===== src/rtl/cnt_pkg.sv =====
// ---------------------------------------------------------------------------
// cnt_pkg
// Shared definitions for the parametrised up/down counter.
//   - mode encodings driven on the counter's 'mode' input
//   - run/done state encoding for the one-shot FSM
// ---------------------------------------------------------------------------
package cnt_pkg;

  // Counting behaviour at the terminal value; 2'b11 is treated as WRAP.
  localparam logic [1:0] MODE_WRAP    = 2'b00;
  localparam logic [1:0] MODE_SAT     = 2'b01;
  localparam logic [1:0] MODE_ONESHOT = 2'b10;

  // RUN accepts steps; DONE is entered after a one-shot terminal step and
  // ignores steps until a load or reset.
  typedef enum logic {
    ST_RUN  = 1'b0,
    ST_DONE = 1'b1
  } cnt_state_e;

endpackage


===== src/rtl/cnt_prescaler.sv =====
// ---------------------------------------------------------------------------
// cnt_prescaler
// Step divider for param_updown_counter. Counts cycles in which t=1 and
// raises en_tick on the cycle the count equals 'prescale', returning to 0
// on that cycle, so the counter steps once every prescale+1 enabled cycles.
// Only instantiated when CNT_PRESCALE_EN is defined.
// Ports:
//   clk      in  rising-edge clock
//   reset    in  synchronous, active-low reset
//   t        in  count enable from the counter
//   clr      in  synchronous clear (driven by the counter's load strobe)
//   prescale in  divider value (PRESCALE_W bits)
//   en_tick  out step permission for the current cycle (combinational)
// ---------------------------------------------------------------------------
module cnt_prescaler #(
  parameter int PRESCALE_W = 4
) (
  input  logic                  clk,
  input  logic                  reset,
  input  logic                  t,
  input  logic                  clr,
  input  logic [PRESCALE_W-1:0] prescale,
  output logic                  en_tick
);

  logic [PRESCALE_W-1:0] cnt_q;
  logic [PRESCALE_W-1:0] cnt_d;

  // en_tick looks at the current count so the tick lands in the same cycle
  // as the t that completes the period. If prescale is lowered below the
  // current count, the count runs through its natural wrap before matching.
  always_comb begin
    en_tick = (cnt_q == prescale);
    cnt_d   = cnt_q;
    if (clr) begin
      cnt_d = '0;
    end else if (t) begin
      cnt_d = en_tick ? '0 : cnt_q + PRESCALE_W'(1);
    end
  end

  always_ff @(posedge clk) begin
    if (!reset) begin
      cnt_q <= '0;
    end else begin
      cnt_q <= cnt_d;
    end
  end

endmodule


===== src/rtl/param_updown_counter.sv =====
// ---------------------------------------------------------------------------
// param_updown_counter
// Synchronous parametrised up/down counter with programmable modulus,
// wrap / saturate / one-shot terminal behaviour, parallel load, one-cycle
// terminal-count pulse and sticky overflow flag.
// Optional feature macro: CNT_PRESCALE_EN (adds 'prescale' port and a step
// divider; without it every cycle with t=1 is a step).
// Ports:
//   clk      in  rising-edge clock
//   reset    in  synchronous, active-low reset
//   t        in  count enable (step request)
//   up_dn    in  1 = up, 0 = down
//   mode     in  00 WRAP, 01 SAT, 10 ONESHOT, 11 WRAP
//   load     in  parallel load strobe (wins over a step)
//   load_val in  value to load, clamped to MODULUS-1
//   clr_ovf  in  clear sticky overflow (a same-cycle set wins)
//   prescale in  step divider (only with CNT_PRESCALE_EN)
//   q        out registered count value
//   tc       out terminal-count pulse, aligned with the q update
//   ovf      out sticky overflow flag
// ---------------------------------------------------------------------------
module param_updown_counter
  import cnt_pkg::*;
#(
  parameter int WIDTH      = 8,
  parameter int MODULUS    = 256,
  parameter int PRESCALE_W = 4
) (
  input  logic                  clk,
  input  logic                  reset,
  input  logic                  t,
  input  logic                  up_dn,
  input  logic [1:0]            mode,
  input  logic                  load,
  input  logic [WIDTH-1:0]      load_val,
  input  logic                  clr_ovf,
`ifdef CNT_PRESCALE_EN
  input  logic [PRESCALE_W-1:0] prescale,
`endif
  output logic [WIDTH-1:0]      q,
  output logic                  tc,
  output logic                  ovf
);

  localparam logic [WIDTH-1:0] MAX_VAL = WIDTH'(MODULUS - 1);

  logic [WIDTH-1:0] q_q, q_d;
  logic             tc_q, tc_d;
  logic             ovf_q, ovf_d;
  cnt_state_e       state_q, state_d;

  logic en_tick;
  logic step;
  logic at_term;

`ifdef CNT_PRESCALE_EN
  // A load restarts a full prescale period.
  cnt_prescaler #(
    .PRESCALE_W (PRESCALE_W)
  ) u_prescaler (
    .clk      (clk),
    .reset    (reset),
    .t        (t),
    .clr      (load),
    .prescale (prescale),
    .en_tick  (en_tick)
  );
`else
  // Keeps PRESCALE_W referenced so both builds share one parameter list.
  logic [PRESCALE_W-1:0] unused_prescale_w;
  assign unused_prescale_w = '0;
  assign en_tick           = 1'b1;
`endif

  // Next-state logic: load beats step, step beats hold. Terminal value
  // depends on direction; terminal steps always pulse tc and set ovf, and
  // the mode only decides where q goes. clr_ovf is applied first so a
  // same-cycle overflow set overrides it.
  always_comb begin
    q_d     = q_q;
    tc_d    = 1'b0;
    ovf_d   = ovf_q;
    state_d = state_q;
    at_term = up_dn ? (q_q == MAX_VAL) : (q_q == '0);
    step    = t && en_tick && (state_q == ST_RUN);

    if (clr_ovf) begin
      ovf_d = 1'b0;
    end

    if (load) begin
      q_d     = (load_val > MAX_VAL) ? MAX_VAL : load_val;
      state_d = ST_RUN;
    end else if (step) begin
      if (at_term) begin
        tc_d  = 1'b1;
        ovf_d = 1'b1;
        case (mode)
          MODE_SAT:     q_d = q_q;
          MODE_ONESHOT: state_d = ST_DONE;
          default:      q_d = up_dn ? '0 : MAX_VAL;
        endcase
      end else begin
        q_d = up_dn ? q_q + WIDTH'(1) : q_q - WIDTH'(1);
      end
    end
  end

  // All state on one edge; reset only acts when sampled at that edge.
  always_ff @(posedge clk) begin
    if (!reset) begin
      q_q     <= '0;
      tc_q    <= 1'b0;
      ovf_q   <= 1'b0;
      state_q <= ST_RUN;
    end else begin
      q_q     <= q_d;
      tc_q    <= tc_d;
      ovf_q   <= ovf_d;
      state_q <= state_d;
    end
  end

  assign q   = q_q;
  assign tc  = tc_q;
  assign ovf = ovf_q;

endmodule


===== config.mk =====
export PLATFORM = sky130hd
export DESIGN_NAME = param_updown_counter
export DESIGN_NICKNAME = d
export VERILOG_FILES = /design/src/rtl/cnt_pkg.sv /design/src/rtl/cnt_prescaler.sv /design/src/rtl/param_updown_counter.sv
export SDC_FILE = /design/constraint.sdc
export NUM_CORES = 1
export LEC_CHECK = 0
export CORE_MARGIN = 2
export CORE_UTILIZATION = 41
export CTS_CLUSTER_SIZE = 28
export DETAILED_ROUTE_END_ITERATION = 8
export GPL_TIMING_DRIVEN = 0
export PLACE_DENSITY = 0.78
export SYNTH_ARGS = -nofsm -noshare
export SYNTH_HDL_FRONTEND = slang
export SYNTH_SLANG_ARGS = --single-unit

===== constraint.sdc =====
create_clock -name clk -period 1.9 [get_ports clk]
set_input_delay 0.38 -clock clk [delete_from_list [all_inputs] [get_ports clk]]
set_output_delay 0.38 -clock clk [all_outputs]
set_load 0.05 [all_outputs]

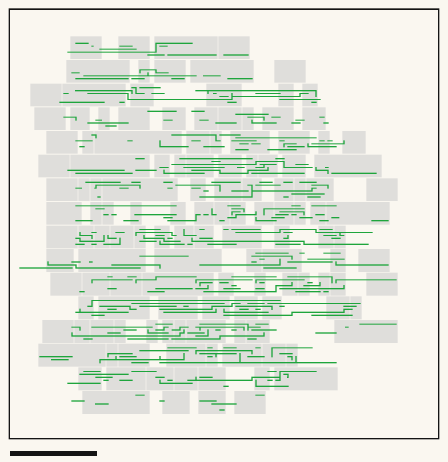
(metal 1)
Scale bar: 10 um. Cells faint in the background.
The layer holds 42% of the routed length. The layer carries 987 um of wire.
via count: 932
GR Layer Usage met1: 0.205

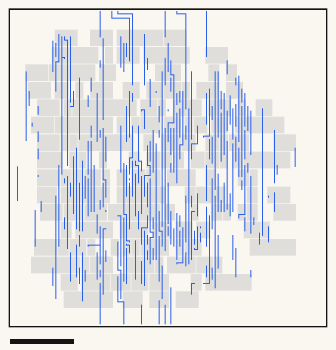
(signal wires on met2)
Scale bar: 10 um. Cells faint in the background.
The layer carries 1190 um of wire. 141 nets have wire on it. The wires run mostly vertical.
Detailed Route WL: 2.34 mm
met2 demand-to-capacity share in global routing: 0.351

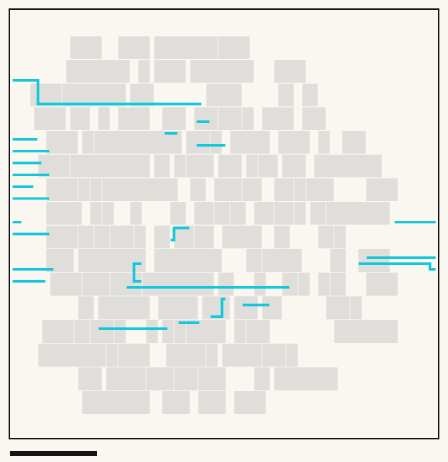
(metal 3)
Scale bar: 10 um. Cells faint in the background.
The wires run mostly horizontal. The longest straight run is 18.6 um. The layer holds 5.3% of the routed length. 21 nets have wire on it. The layer carries 123 um of wire.
GR met3 Demand/Resource: 0.0460

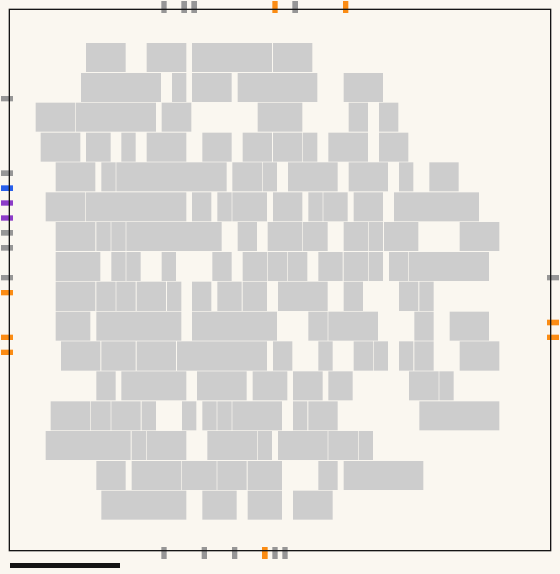
(I/O pins on the die edge)
Scale bar: 10 um. Pins as bars across the die edge, other pins in grey.
Key: `reset` = blue [pins 1, direction input, edge left]; `mode` = purple [pins 2, direction input, edge left]; `load_val` = orange [pins 8, direction input, edge 3 left, 2 right, 2 top, 1 bottom]
All pins by edge: 11 left, 6 top, 6 bottom, 3 right.
Die H: 49.2 um
total of buffers placed on input and output ports: 25
die extent in x: 49.2 um

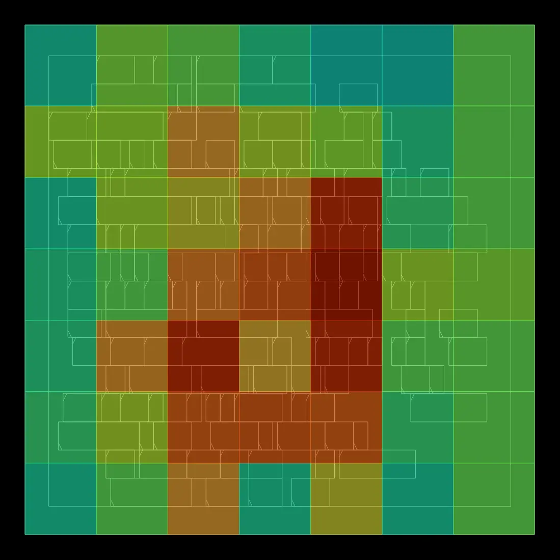
(congestion heat map)
most used routing layer in global routing: met2
total global routing track utilization: 0.195
end-of-flow core utilization: 0.633
mean routed wirelength per cell: 14.4 um

-- worst reg2reg max path, stage by stage (launching register included) --
cell and delay (ns):
dfxtp_2 0.41, nand4_1 0.20, or3_1 0.37, buf_2 0.17, a2111oi_4 0.34, o21bai_1 0.16
-- cell families (layout without fill, tap and decap cells) --
| family | Yosys count | count (layout) | synth area share |
|---|---|---|---|
| AND/OR/NAND/NOR | 39 | 39 | 0.236 |
| buffers and inverters | 8 | 41 | 0.0373 |
| multiplexers | 2 | 2 | 0.0239 |
| adder cells (fa/ha/maj) | 8 | 8 | 0.128 |
| flip-flops | 11 | 11 | 0.263 |
| XOR/XNOR | 3 | 3 | 0.0313 |
| AND-OR/OR-AND | 32 | 32 | 0.281 |
-- through the flow --
stage	hold slack (ns)	cells
floorplan	0.450	103
global placement	0.449	155
detailed placement	0.466	155
CTS	0.477	159
global route	0.495	163
finish	0.480	163
-- flip-flops by register name, summed over array words and instances (netlist names) --
register / count
tc: 1
q: 8
ovf: 1
state_q: 1
-- layer usage --
layer,up-vias,routed length (um)
met5,-,0
met4,0,45
met3,5,123
met2,29,1190
met1,449,986
li1,449,-
-- final timing paths --
kind | start | cells past startpoint | endpoint
worst min-delay path | ovf$_SDFF_PN0_ | 2 | ovf$_SDFF_PN0_
worst max-delay path | mode[0] | 8 | q[7]$_SDFFE_PN0P_
worst max register to register | q[0]$_SDFFE_PN0P_ | 5 | ovf$_SDFF_PN0_
worst min register to register | ovf$_SDFF_PN0_ | 2 | ovf$_SDFF_PN0_
-- cells in the final DEF, fill, tap and decap left out, types with 5 or more instances in the layout --
master           instances
dlygate4sd2_1            5
ha_1                     6
nand2_1                  7
a211oi_1                 5
dfxtp_1                  7
nor2_1                  14
clkdlybuf4s50_1         18
o21ai_0                  7
-- power by group through the flow --
stage	combinational (mW)	sequential [mW]	clock (mW)
after global placement	0.299	0.280	0
after CTS	0.313	0.275	0.173
after global routing	0.352	0.279	0.191
after floorplan	0.152	0.332	0
after detailed placement	0.308	0.281	0
final	0.329	0.276	0.171
-- layout make-up --
type	count	area [um^2]	area share
buffer	3	12.5	0.0102
sequential	11	225	0.183
clock buffer	4	26.3	0.0214
inverter	5	18.8	0.0153
tap	27	33.8	0.0275
timing repair buffer	29	278	0.226
multi-input combinational	84	636	0.517
-- what timing repair did --
item | 4_1_cts | 5_1_grt
gates resized | 15 | 4
pin swaps | 2 | 3
endpoints found under the setup margin | 13 | 3
buffers inserted | 0 | 4
cloned | 0 | 0
==> qor.rpt <==
======================================================================================
Data required time at the worst endpoint ................................      2.08 ns
Synthesized netlist net count ...........................................          127
Total placed instance area ..............................................    1130 um^2
Result of the run ....................................................... finished clean
Worst EP arrival ........................................................      2.06 ns
Net switching power .....................................................       305 uW
Number of H-tree branching levels .......................................            1
F_max ...................................................................      530 MHz
Slew Viols, Final .......................................................            0
Placement Rows ..........................................................           16
Leading cell type by number of instances after synthesis ................       nor2_1
Yosys warning tally .....................................................            0
Peak per-stage delay on the critical path ...............................      0.45 ns
Total leakage power .....................................................     0.528 nW
Critical path buffer and inverter count .................................            3
Area of the core ........................................................    1940 um^2
Share of total power consumed by net switching ..........................        0.393
Classification of the worst setup path ..................................       in2reg
Hold buffer count at CTS ................................................            0
PnR Total Power .........................................................       776 uW
Area growth from synthesis to layout ....................................        46.7%
Highest net fanout along the worst path .................................            5
Final Critical Period ...................................................      1.89 ns
Gate power share ........................................................        0.424
Number of synthesized flops with an enable pin ..........................            0
CTS Buf Count ...........................................................            3
Worst min-delay path class ..............................................      reg2reg
Number of remaining DRC errors ..........................................            0
Fin. Hold Viols .........................................................            0
Least-Margin Pin Slew ...................................................     0.504 ns
YS chip area ............................................................     838 um^2
Primary flip-flop cell chosen by synthesis mapping ......................      dfxtp_1
First-pass iteration count of the detailed router .......................            4
Die Area ................................................................    2420 um^2
Number of fill cells in the layout ......................................          183
Worst Setup Start Kind ..................................................   input port
PD cells ................................................................  631 nW/um^2
Flop pwr share ..........................................................        0.356
Remaining max-slew budget at the tightest pin ...........................        0.663
Drt first-iter violations ...............................................            9
Total negative setup slack ..............................................         0 ns
Clock slew at the register clock pins of the worst setup and hold paths .      0.07 ns
Cell types with the largest area share after synthesis .................. dfxtp_1 26%, ha_1 10%, nor2_1 6.3%
# Cells Yosys ...........................................................          103
Yosys top cell by area ..................................................      dfxtp_1
Critical Path End Type ..................................................     register
Post-route clock period utilization .....................................        0.993
Worst-case setup slack after placement ..................................    -0.779 ns
======================================================================================
No activity file was given, so power comes from the tool's default toggle rates.
